### src/rtl/crc_ctrl_pkg.sv
// Shared types and default register map for the CRC job controller.
// The register offsets match the crc_if device as seen from the data-path side.
package crc_ctrl_pkg;

  typedef enum logic [2:0] {
    ST_IDLE,
    ST_WR_POLY,
    ST_WR_SEED,
    ST_WR_CTRL,
    ST_DATA,
    ST_RD_REQ,
    ST_RD_WAIT,
    ST_DONE
  } crc_ctrl_state_e;

  localparam logic [31:0] DEF_DATA_ADDR = 32'h0;
  localparam logic [31:0] DEF_SEED_ADDR = 32'h4;
  localparam logic [31:0] DEF_POLY_ADDR = 32'h8;
  localparam logic [31:0] DEF_CTRL_ADDR = 32'hC;
  localparam logic [31:0] DEF_RES_ADDR  = 32'h0;
  localparam logic [31:0] CTRL_INIT     = 32'h1;

endpackage

### src/rtl/crc_job_ctrl.sv
// Bus-master sequencer: programs the CRC device for one job, streams the data
// words into it, reads the result back and offers it on the result handshake.
module crc_job_ctrl
  import crc_ctrl_pkg::*;
#(
  parameter int          LEN_W     = 16,
  parameter int          RD_LAT    = 1,
  parameter logic [31:0] DATA_ADDR = DEF_DATA_ADDR,
  parameter logic [31:0] SEED_ADDR = DEF_SEED_ADDR,
  parameter logic [31:0] POLY_ADDR = DEF_POLY_ADDR,
  parameter logic [31:0] CTRL_ADDR = DEF_CTRL_ADDR,
  parameter logic [31:0] RES_ADDR  = DEF_RES_ADDR
) (
  input  logic             clk,
  input  logic             rst,
  input  logic             job_valid,
  output logic             job_ready,
  input  logic [31:0]      job_poly,
  input  logic [31:0]      job_seed,
  input  logic [LEN_W-1:0] job_len,
  input  logic             din_valid,
  output logic             din_ready,
  input  logic [31:0]      din_data,
  output logic             res_valid,
  input  logic             res_ready,
  output logic [31:0]      res_crc,
  input  logic             abort,
  output logic             busy,
  output logic [31:0]      addr,
  output logic [31:0]      data_wr,
  output logic             RW,
  output logic             Sel,
  input  logic [31:0]      data_rd
);

  // Handshakes: a transfer happens in a cycle where valid and ready are both
  // high at the rising clock edge; ready never depends on valid combinationally.

  localparam logic [1:0] RD_CNT_INIT = 2'(RD_LAT - 1);

  crc_ctrl_state_e  state;
  logic [LEN_W-1:0] remaining;
  logic [1:0]       rd_cnt;
  logic [31:0]      seed_q;

  always_ff @(posedge clk or negedge rst) begin
    if (!rst) begin
      state     <= ST_IDLE;
      remaining <= '0;
      rd_cnt    <= '0;
      seed_q    <= '0;
      job_ready <= 1'b1;
      din_ready <= 1'b0;
      res_valid <= 1'b0;
      res_crc   <= '0;
      busy      <= 1'b0;
      Sel       <= 1'b0;
      RW        <= 1'b0;
      addr      <= '0;
      data_wr   <= '0;
    end else begin
      // Bus is idle (all zero) unless a state below issues a transfer.
      Sel     <= 1'b0;
      RW      <= 1'b0;
      addr    <= '0;
      data_wr <= '0;
      if (abort && state != ST_IDLE) begin
        state     <= ST_IDLE;
        remaining <= '0;
        rd_cnt    <= '0;
        job_ready <= 1'b1;
        din_ready <= 1'b0;
        res_valid <= 1'b0;
        busy      <= 1'b0;
      end else begin
        case (state)
          ST_IDLE: begin
            if (job_valid) begin
              seed_q    <= job_seed;
              remaining <= job_len;
              Sel       <= 1'b1;
              RW        <= 1'b1;
              addr      <= POLY_ADDR;
              data_wr   <= job_poly;
              job_ready <= 1'b0;
              busy      <= 1'b1;
              state     <= ST_WR_POLY;
            end
          end
          ST_WR_POLY: begin
            Sel     <= 1'b1;
            RW      <= 1'b1;
            addr    <= SEED_ADDR;
            data_wr <= seed_q;
            state   <= ST_WR_SEED;
          end
          ST_WR_SEED: begin
            Sel     <= 1'b1;
            RW      <= 1'b1;
            addr    <= CTRL_ADDR;
            data_wr <= CTRL_INIT;
            state   <= ST_WR_CTRL;
          end
          ST_WR_CTRL: begin
            if (remaining == '0) begin
              Sel   <= 1'b1;
              addr  <= RES_ADDR;
              state <= ST_RD_REQ;
            end else begin
              din_ready <= 1'b1;
              state     <= ST_DATA;
            end
          end
          ST_DATA: begin
            // The cycle after the last word's handshake carries its bus write;
            // the result read follows once the counter has reached zero.
            if (remaining == '0) begin
              Sel   <= 1'b1;
              addr  <= RES_ADDR;
              state <= ST_RD_REQ;
            end else if (din_valid && din_ready) begin
              Sel       <= 1'b1;
              RW        <= 1'b1;
              addr      <= DATA_ADDR;
              data_wr   <= din_data;
              remaining <= remaining - 1'b1;
              if (remaining == LEN_W'(1)) din_ready <= 1'b0;
            end
          end
          ST_RD_REQ: begin
            rd_cnt <= RD_CNT_INIT;
            state  <= ST_RD_WAIT;
          end
          ST_RD_WAIT: begin
            if (rd_cnt == 2'd0) begin
              res_crc   <= data_rd;
              res_valid <= 1'b1;
              state     <= ST_DONE;
            end else begin
              rd_cnt <= rd_cnt - 2'd1;
            end
          end
          ST_DONE: begin
            if (res_ready) begin
              res_valid <= 1'b0;
              job_ready <= 1'b1;
              busy      <= 1'b0;
              state     <= ST_IDLE;
            end
          end
          default: state <= ST_IDLE;
        endcase
      end
    end
  end

endmodule

### config.mk
export PLATFORM = sky130hd
export DESIGN_NAME = crc_job_ctrl
export DESIGN_NICKNAME = d
export VERILOG_FILES = /design/src/rtl/crc_ctrl_pkg.sv /design/src/rtl/crc_job_ctrl.sv
export SDC_FILE = /design/constraint.sdc
export NUM_CORES = 1
export LEC_CHECK = 0
export CORE_MARGIN = 3
export CORE_UTILIZATION = 35
export DETAILED_ROUTE_END_ITERATION = 8
export DONT_BUFFER_PORTS = 1
export GPL_ROUTABILITY_DRIVEN = 0
export GPL_TIMING_DRIVEN = 0
export SKIP_LAST_GASP = 1
export SYNTH_ARGS = -nofsm -noshare
export SYNTH_HDL_FRONTEND = slang
export SYNTH_SLANG_ARGS = --single-unit
### constraint.sdc
create_clock -name clk -period 2 [get_ports clk]
set_input_delay 0.4 -clock clk [delete_from_list [all_inputs] [get_ports clk]]
set_output_delay 0.4 -clock clk [all_outputs]
set_load 0.1 [all_outputs]
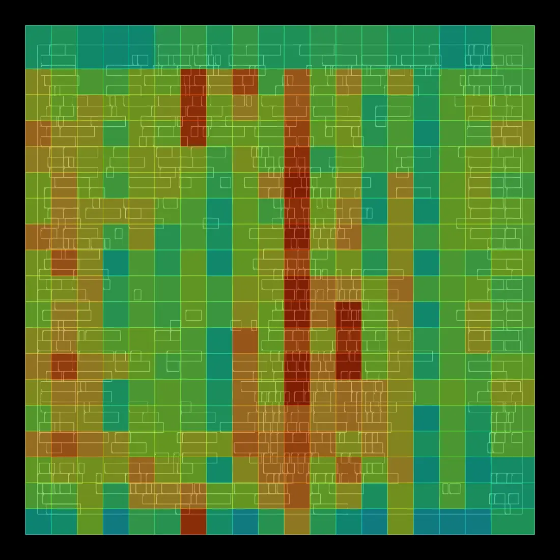
final_congestion.png
met3 Resource Use GR: 0.07467
Most Crowded Layer GR: met2
met2 GRT Util: 0.2901

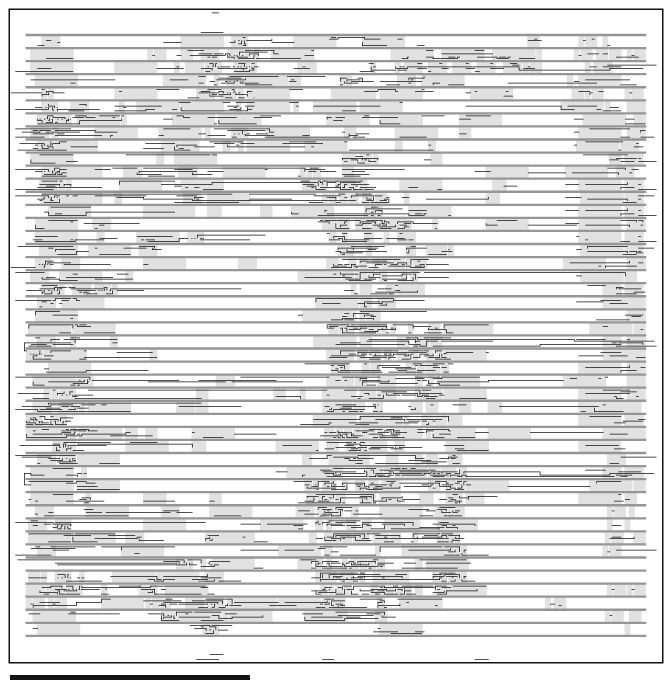
met1.png
Scale bar: 50 um. Supply wires on this layer in grey.
The layer carries 6050 um of wire. The wires run mostly horizontal. The longest straight run is 49.7 um. 660 nets have wire on it. The layer holds 37% of the routed length.
M1 GR Usage: 0.1910
final wirelength: 16360 um

==> results.yml <==
# flow metrics
finish:
  drive_gt1_frac: 0.3467
  logic_area_mm2: 0.002507
  final_common_cell: "dfrtp_1"
  fin_nets: 738
  lay_top_cells: "dfrtp_1 (123), nor2_1 (65), mux2_2 (65)"
  area_delta_synth_final_pct: 21.34
  nFillCells: 1523
global_routing:
  grt_pass1_vias: 4544
  grt_max_degree: 126
  overflow: 0
  grt_pass1_wl_um: 24440
  antenna_found_initial: 2
floorplan:
  core_area_mm2: 0.01617
  io_pins: 252
  die_w_um: 135.8
  die_h_um: 135.8
  num_rows: 46
  dieArea_mm2: 0.01843
setup_path:
  reg2reg_to: "remaining[9]"
  crit_type: "register to register"
  slowest_stage: "or4_4"
  max_stage_delay_ns: 0.42
  crit_chain: "buf_4 > buf_4 > or4_4 > buf_6 > or3_4 > nor4_2 > a21oi_1 > o21ai_1"
  end_kind: "register"
  r2r-start: "remaining[0]"
  cp_max_fo: 6
  cp_common_cell: "buf_4"
  reg2reg_depth: 8
  worst-r2r-setup-slack_ns: -0.05
  crit_required_ns: 2.33
sta:
  fin_crit_sh: 1.027
  skew_ns: 0.008153
  whs_ns: -0.3136
  fin_ws_ns: -0.05406
  fin_tns_setup_ns: -0.06963
  max_freq_ghz: 0.4868
  finalMaxSlewViolations: 0
  relSlewSlack: 0.3912
  tightest_slew_ns: 0.9132
  finalSetupViolations: 2
  rsz0062_at_grt: "true"
  finalHoldViolCount: 125
  finalCriticalPeriod_ns: 2.054
synthesis:
  netlist_area_mm2: 0.005893
  yosys_area_mm2: 0.005893
  topCellsByArea: "dfrtp_1 (53%), mux2_2 (12%), a222oi_1 (5.3%)"
  yosys_warnings: 0
  ys_ff: 125
  yosysTopAreaCellShare: 0.5265
  async_reset_ff_frac: 1.000
  postSynthAreaPerCell_um2: 11.35
  synth-edff-count: 0
  top_area_cell: "dfrtp_1"
  ys_cells: 519
  ys_types: 56
  ys_seq_share: 0.5310
status:
  status: "complete, but fails checks"
  violations: "negative hold slack, negative setup slack"
clock_tree:
  clkTransAtPathRegs_ns: 0.06
  clockBufferDepth: 2
  clk_latency_ns: 0.41
  cts_buffers: 17
  cts.sinks: 125
  htreeDepth: 4
  cts-root-buf: "clkbuf_16"
drt:
  vias_per_cell: 5.424
  route.detailed.drc: 0
  drtAntennaViolNets: 0
  drtIter0Drc: 383
placed_design:
  dp_hpwl_um: 11800
  place_ws_ns: -0.3700
  port-buffer-count: 0
job:
  maxCapViolCount: 0
min_path:
  hp-class: "primary input to async pin"
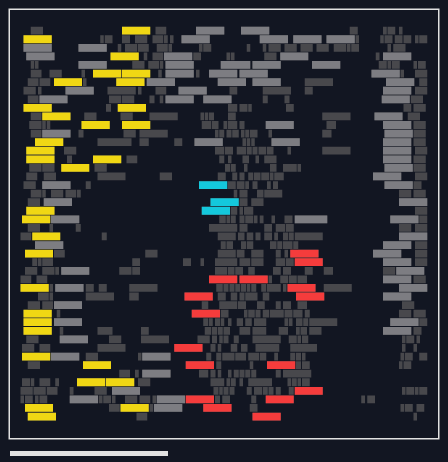
registers.png
Scale bar: 50 um.
Cyan stands for `state`, sequential cells 3. Yellow stands for `seed_q`, sequential cells 32, where a column on the left. Red stands for `remaining`, sequential cells 16.
Another 74 sequential cells are not coloured.
Final Core Density: 0.4421
Register Area: 0.003133 mm^2
Seq/total area: 0.4381

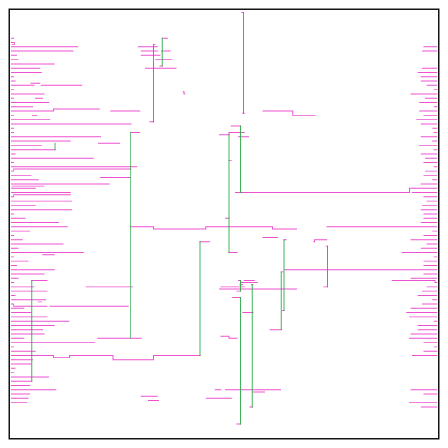
metal_stack.png
Two of the layers only.
Green stands for met4, wire length 395 um. Magenta stands for met3, wire length 1770 um.
Global Route Usage Sum: 0.1732
routed vias: 4415
DR WL/cell: 20.10 um

## Yosys cell counts (all sizes together) (2+ instances only)
| cell type | instances |
|---|---|
| a211oi | 3 |
| a21boi | 2 |
| a21o | 2 |
| a21oi | 28 |
| a222oi | 31 |
| a22oi | 5 |
| a2bb2oi | 3 |
| a31oi | 2 |
| and2 | 2 |
| buf | 53 |
| clkbuf | 14 |
| dfrtp | 124 |
| ha | 4 |
| inv | 10 |
| mux2 | 65 |
| nand2 | 8 |
| nand2b | 4 |
| nand3 | 2 |
| nand4 | 2 |
| nor2 | 68 |
| nor3 | 13 |
| nor4 | 9 |
| o21ai | 27 |
| o21bai | 4 |
| o22ai | 3 |
| o2bb2ai | 4 |
| or2 | 5 |
| or3 | 5 |
| or4 | 3 |
## layout make-up
| type | count | area share |
|---|---|---|
| Antenna cell | 1 | 0.0003500 |
| Buffer | 66 | 0.06632 |
| Clock buffer | 18 | 0.06142 |
| Clock inverter | 14 | 0.01890 |
| Inverter | 10 | 0.005249 |
| Multi-Input combinational cell | 346 | 0.3507 |
| Sequential cell | 125 | 0.4381 |
| Tap cell | 216 | 0.03780 |
| Timing Repair Buffer | 18 | 0.02117 |
## through the flow
stage	area (um^2)	std cells	utilization
2_1_floorplan	6003	548	-
3_3_place_gp	6274	764	0.3879
3_5_place_dp	6274	764	0.3879
4_1_cts	6989	806	0.4322
5_1_grt	7151	814	0.4421
6_report	7151	814	0.4421
## per-layer routing
layer / up-vias / share of wire / wire length [um]
met1: 2131 / 0.37 / 6046
met2: 262 / 0.50 / 8133
met4: 2 / 0.024 / 395
met3: 35 / 0.11 / 1772
li1: 1985 / - / -
met5: - / 0.00079 / 13
## flip-flops by register name (all words and copies together), names as in the netlist, 2 cells and up
| register | count |
|---|---|
| state | 3 |
| data_wr | 32 |
| seed_q | 32 |
| res_crc | 32 |
| addr | 2 |
| remaining | 16 |
| rd_cnt | 2 |
## worst max-delay path by stage
stage | from | end | slack, ns | cells after the start
after global placement | remaining[0] | data_wr[3] | -0.37 | 8
after detailed placement | remaining[0] | data_wr[15] | -0.37 | 8
after CTS | state[0] | remaining[4] | -0.02 | 9
after floorplan | remaining[0] | data_wr[23] | 0.07 | 8
final | remaining[0] | remaining[9] | -0.05 | 8
after global routing | remaining[0] | data_wr[15] | -0.13 | 8
## critical path: cells and delay by family (launching register included)
family,cells,cell delay (ns)
simple gates,3,0.94
buf+inv,3,0.43
flops,1,0.39
compound gates,2,0.21
## repair_timing
action / CTS / global route
pin swaps: 6 / 20
gates cloned: 1 / 0
setup endpoints to repair: 83 / 113
endpoints found under the hold margin: 125 / 125
buffers inserted: 9 / 8
gates resized: 21 / 42
## cell families (layout without fill, tap and decap cells)
kind of cell | count (synthesis) | after routing | share of synthesized area
mux | 65 | 65 | 0.1242
flops | 125 | 125 | 0.5310
simple gates | 126 | 126 | 0.1100
compound gates | 121 | 121 | 0.1476
fa+ha+maj | 4 | 4 | 0.008493
buf+inv | 77 | 126 | 0.07813
other cells | 1 | 31 | 0.0006363
